`config.mk`:
```
export PLATFORM = sky130hd
export DESIGN_NAME = imem_port_arbiter
export DESIGN_NICKNAME = d
export VERILOG_FILES = /design/src/rtl/imem_port_arbiter.sv
export SDC_FILE = /design/constraint.sdc
export NUM_CORES = 1
export LEC_CHECK = 0
export CORE_AREA = 4 4 115 117
export CTS_BUF_LIST = sky130_fd_sc_hd__clkbuf_8
export CTS_CLUSTER_DIAMETER = 30
export DETAILED_ROUTE_END_ITERATION = 6
export DIE_AREA = 0 0 119 121
export PLACE_DENSITY = 0.73
export RECOVER_POWER = 50
export SYNTH_ARGS = -nofsm -noshare
export SYNTH_HDL_FRONTEND = slang
export SYNTH_SLANG_ARGS = --single-unit
```
`constraint.sdc`:
```
create_clock -name clk -period 3 [get_ports clk]
set_input_delay 0.75 -clock clk [delete_from_list [all_inputs] [get_ports clk]]
set_output_delay 0.75 -clock clk [all_outputs]
set_load 0.01 [all_outputs]
```
`src/rtl/imem_port_arbiter.sv`:
```
// Single-port instruction BRAM arbiter: fetch has fixed priority, aux is
// protected by a starvation counter, and read returns follow issue order.
module imem_port_arbiter #(
   parameter int ADDR_W       = 30,
   parameter int READ_LATENCY = 1,
   parameter int STARVE_LIMIT = 4
) (
   input  logic              clk,
   input  logic              rst,
   input  logic              fetch_req,
   input  logic [31:0]       fetch_addr,
   output logic              fetch_ready,
   output logic              fetch_data_valid,
   output logic [31:0]       fetch_data_out,
   input  logic              aux_req,
   input  logic              aux_we,
   input  logic [3:0]        aux_be,
   input  logic [31:0]       aux_addr,
   input  logic [31:0]       aux_wdata,
   output logic              aux_ready,
   output logic              aux_rdata_valid,
   output logic [31:0]       aux_rdata,
   output logic              mem_en,
   output logic [3:0]        mem_be,
   output logic [ADDR_W-1:0] mem_addr,
   output logic [31:0]       mem_wdata,
   input  logic [31:0]       mem_rdata,
   output logic              inv_valid,
   output logic [31:0]       inv_addr
);

   logic [3:0]              starve_cnt_q, starve_cnt_d;
   logic [READ_LATENCY-1:0] pipe_v_q, pipe_v_d;
   logic [READ_LATENCY-1:0] pipe_o_q, pipe_o_d;
   logic                    inv_valid_q, inv_valid_d;
   logic [31:0]             inv_addr_q, inv_addr_d;

   logic aux_force;
   logic grant_aux;
   logic grant_fetch;
   logic aux_wr;
   logic tail_v;
   logic tail_o;
   logic unused_bits;

   assign aux_force   = (starve_cnt_q == 4'(STARVE_LIMIT));
   assign fetch_ready = ~rst & ~aux_force;
   assign aux_ready   = ~rst & (aux_force | ~fetch_req);

   // A fetch_req raised during a forced cycle is dropped, not queued.
   assign grant_aux   = aux_req & aux_ready;
   assign grant_fetch = fetch_req & fetch_ready & ~grant_aux;
   assign aux_wr      = grant_aux & aux_we;

   always_comb begin
      mem_en    = grant_aux | grant_fetch;
      mem_be    = aux_wr ? aux_be : 4'h0;
      mem_wdata = aux_wdata;
      mem_addr  = grant_aux ? aux_addr[ADDR_W+1:2]
                            : fetch_addr[ADDR_W+1:2];
   end

   always_comb begin
      starve_cnt_d = starve_cnt_q;
      if (rst || grant_aux || !aux_req) begin
         starve_cnt_d = 4'd0;
      end else if (!aux_ready &&
                   starve_cnt_q < 4'(STARVE_LIMIT)) begin
         starve_cnt_d = starve_cnt_q + 4'd1;
      end
   end

   always_comb begin
      pipe_v_d    = '0;
      pipe_o_d    = '0;
      pipe_v_d[0] = (grant_fetch | grant_aux) & ~aux_wr;
      pipe_o_d[0] = grant_aux;
      for (int i = 1; i < READ_LATENCY; i++) begin
         pipe_v_d[i] = pipe_v_q[i-1];
         pipe_o_d[i] = pipe_o_q[i-1];
      end
      if (rst) begin
         pipe_v_d = '0;
      end
   end

   always_comb begin
      inv_valid_d = aux_wr;
      inv_addr_d  = aux_wr ? {aux_addr[31:2], 2'b00} : inv_addr_q;
      if (rst) begin
         inv_valid_d = 1'b0;
         inv_addr_d  = 32'h0;
      end
   end

   always_ff @(posedge clk) begin
      starve_cnt_q <= starve_cnt_d;
      pipe_v_q     <= pipe_v_d;
      pipe_o_q     <= pipe_o_d;
      inv_valid_q  <= inv_valid_d;
      inv_addr_q   <= inv_addr_d;
   end

   // Outputs are gated so a return landing during reset is never seen.
   assign tail_v           = pipe_v_q[READ_LATENCY-1];
   assign tail_o           = pipe_o_q[READ_LATENCY-1];
   assign fetch_data_valid = ~rst & tail_v & ~tail_o;
   assign aux_rdata_valid  = ~rst & tail_v & tail_o;
   assign fetch_data_out   = mem_rdata;
   assign aux_rdata        = mem_rdata;
   assign inv_valid        = ~rst & inv_valid_q;
   assign inv_addr         = inv_addr_q;

   assign unused_bits = ^{fetch_addr, aux_addr};

   a_fetch_proto : assert property (
      @(posedge clk) disable iff (rst) (fetch_req |-> fetch_ready)
   );

endmodule

```
met2.png
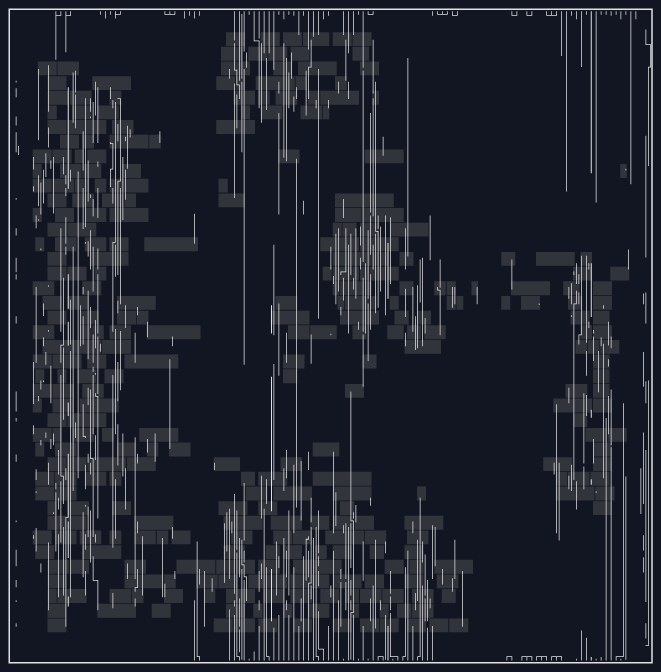
The layer holds 52% of the routed length. The longest straight run is 64.6 µm. 417 nets have wire on it. The wires run mostly vertical. The layer carries 4180 µm of wire.
met2 usage: 20.9%
Vias: 1993
final WL: 8090 µm

==> impl_metrics.env <==
# flow metrics
export IMPL_status="completed"
export IMPL_slowest_delay_ns=0.32
export IMPL_critical_path_top_delay_family="buffers and inverters"
export IMPL_whs_endpoint="starve_cnt_q[1]"
export IMPL_rows=41
export IMPL_nNetsFinal=471
export IMPL_synth_top_flop_cell="dfxtp_1"
export IMPL_postCtsSetupBuffers=11
export IMPL_grtUsageTotal_pct=11.0
export IMPL_die_width_um=119
export IMPL_die_h_um=121
export IMPL_vias_per_cell=3.95
export IMPL_synth_edff_count=0
export IMPL_r2r_end="inv_addr[23]"
export IMPL_hpwlAfterDp_um=6010
export IMPL_drive_above_1_share_pct=37.5
export IMPL_setup_violations=0
export IMPL_synthMuxAreaShare_pct=25.1
export IMPL_drt_antenna_violating_nets=0
export IMPL_p_switching_mw=0.324
export IMPL_grt_max_degree=39
export IMPL_cts_buffers=5
export IMPL_worstRegToRegCells=6
export IMPL_io_buffers=138
export IMPL_wl_met2_um=4180
export IMPL_hold_depth=2
export IMPL_area_sequential_um2=741
export IMPL_cts_buffer_depth=2
export IMPL_drc=0
export IMPL_ys_sh_aoi_pct=3.10
export IMPL_coreArea_um2=12400
export IMPL_first_global_vias=2294
export IMPL_place_ws_ns=-0.483
export IMPL_critical_path_buf_inv_count=5
export IMPL_cts_num_sinks=37
export IMPL_warning_count=33
export IMPL_crit_required_ns=2.25
export IMPL_globalRouteMet1Util_pct=10.0
export IMPL_synth_flops=37
export IMPL_pwr_share_seq_pct=37.4
export IMPL_synth_cell_types=28
export IMPL_yosys_warnings=0
export IMPL_placed_area_um2=3580
export IMPL_synthArstFlopShare_pct=0
export IMPL_fillers=1274
export IMPL_yosysTopAreaCell="dfxtp_1"
export IMPL_drtIter0Drc=20
export IMPL_grt_pass1_wl_um=12300
export IMPL_power_leakage_nw=1.64
export IMPL_fin_hold_ws_ns=0.512
export IMPL_met3_usage_pct=4.85
export IMPL_r2r_setup_slack_ns=1.08
export IMPL_wl_per_cell_um=16.0
export IMPL_highest_layer="met4"
export IMPL_fa_ha_area_share_pct=0.913
export IMPL_clk_pin_slew_worst_paths_ns=0.08
export IMPL_worst_clock_skew_ns=0.00587
export IMPL_gp_congestion=0.665
export IMPL_htreeDepth=2
export IMPL_top_cell_area_share_pct=27.0
export IMPL_dieArea_um2=14400
export IMPL_regToRegStartpoint="starve_cnt_q[0]"
export IMPL_cp_depth=8
export IMPL_end_kind="output port"
export IMPL_slew_viol_final=0
export IMPL_fin_util_pct=31.0
export IMPL_grt_busiest_layer="met2"
export IMPL_sw_frac_of_total_pct=23.5
export IMPL_drtPass1Iterations=5
export IMPL_drv_cap=0
export IMPL_critPathKind="primary input to output port"
export IMPL_num_antenna_cells=0
export IMPL_setup_tns_ns=0
export IMPL_post_synth_top_count_cell="buf_4"
export IMPL_topCellsByArea="dfxtp_1 (27%), buf_4 (27%), mux2_2 (23%)"
export IMPL_crit_fanout=7
export IMPL_initial_utilization_pct=22.2
export IMPL_ys_sh_simple_pct=12.3
export IMPL_fmax_mhz=339
export IMPL_final_comb_area_um2=1180
gate_families.png
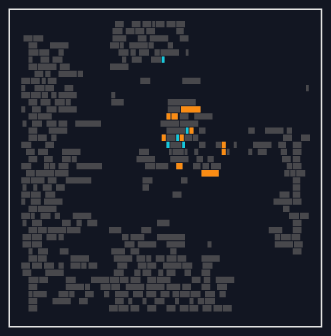
Key: cyan = inverters [cells 5, most used inv_1, where centre]; orange = inverting AOI/OAI gates [cells 10, most used a21oi_1, where centre]
Final Non-Filler Cells: 505
dominant logic cell type in the layout: clkdlybuf4s50_1
multi-input logic portion of the cell area: 30.7%

-- registers in the layout (all words and copies together), names as in the netlist --
name and cells:
inv_addr 30, inv_valid_q 1, pipe_o_q 1, pipe_v_q 1, starve_cnt_q 4
-- layout make-up --
class / instances / area share [%]
clock buffers: 5 / 1.80
well taps: 172 / 5.61
multi-input cells: 124 / 30.7
repair buffers: 159 / 40.4
inverters: 5 / 0.490
flip-flops and latches: 37 / 19.3
clock inverters: 3 / 1.70
-- power groups by stage --
stage | sequential (mW) | combinational [mW] | clock, mW
finish | 0.516 | 0.333 | 0.531
global route | 0.518 | 0.357 | 0.565
CTS | 0.516 | 0.329 | 0.556
detailed placement | 0.527 | 0.324 | 0
global placement | 0.526 | 0.320 | 0
floorplan | 0.534 | 0.244 | 0
Power and IR drop assume default switching activity.
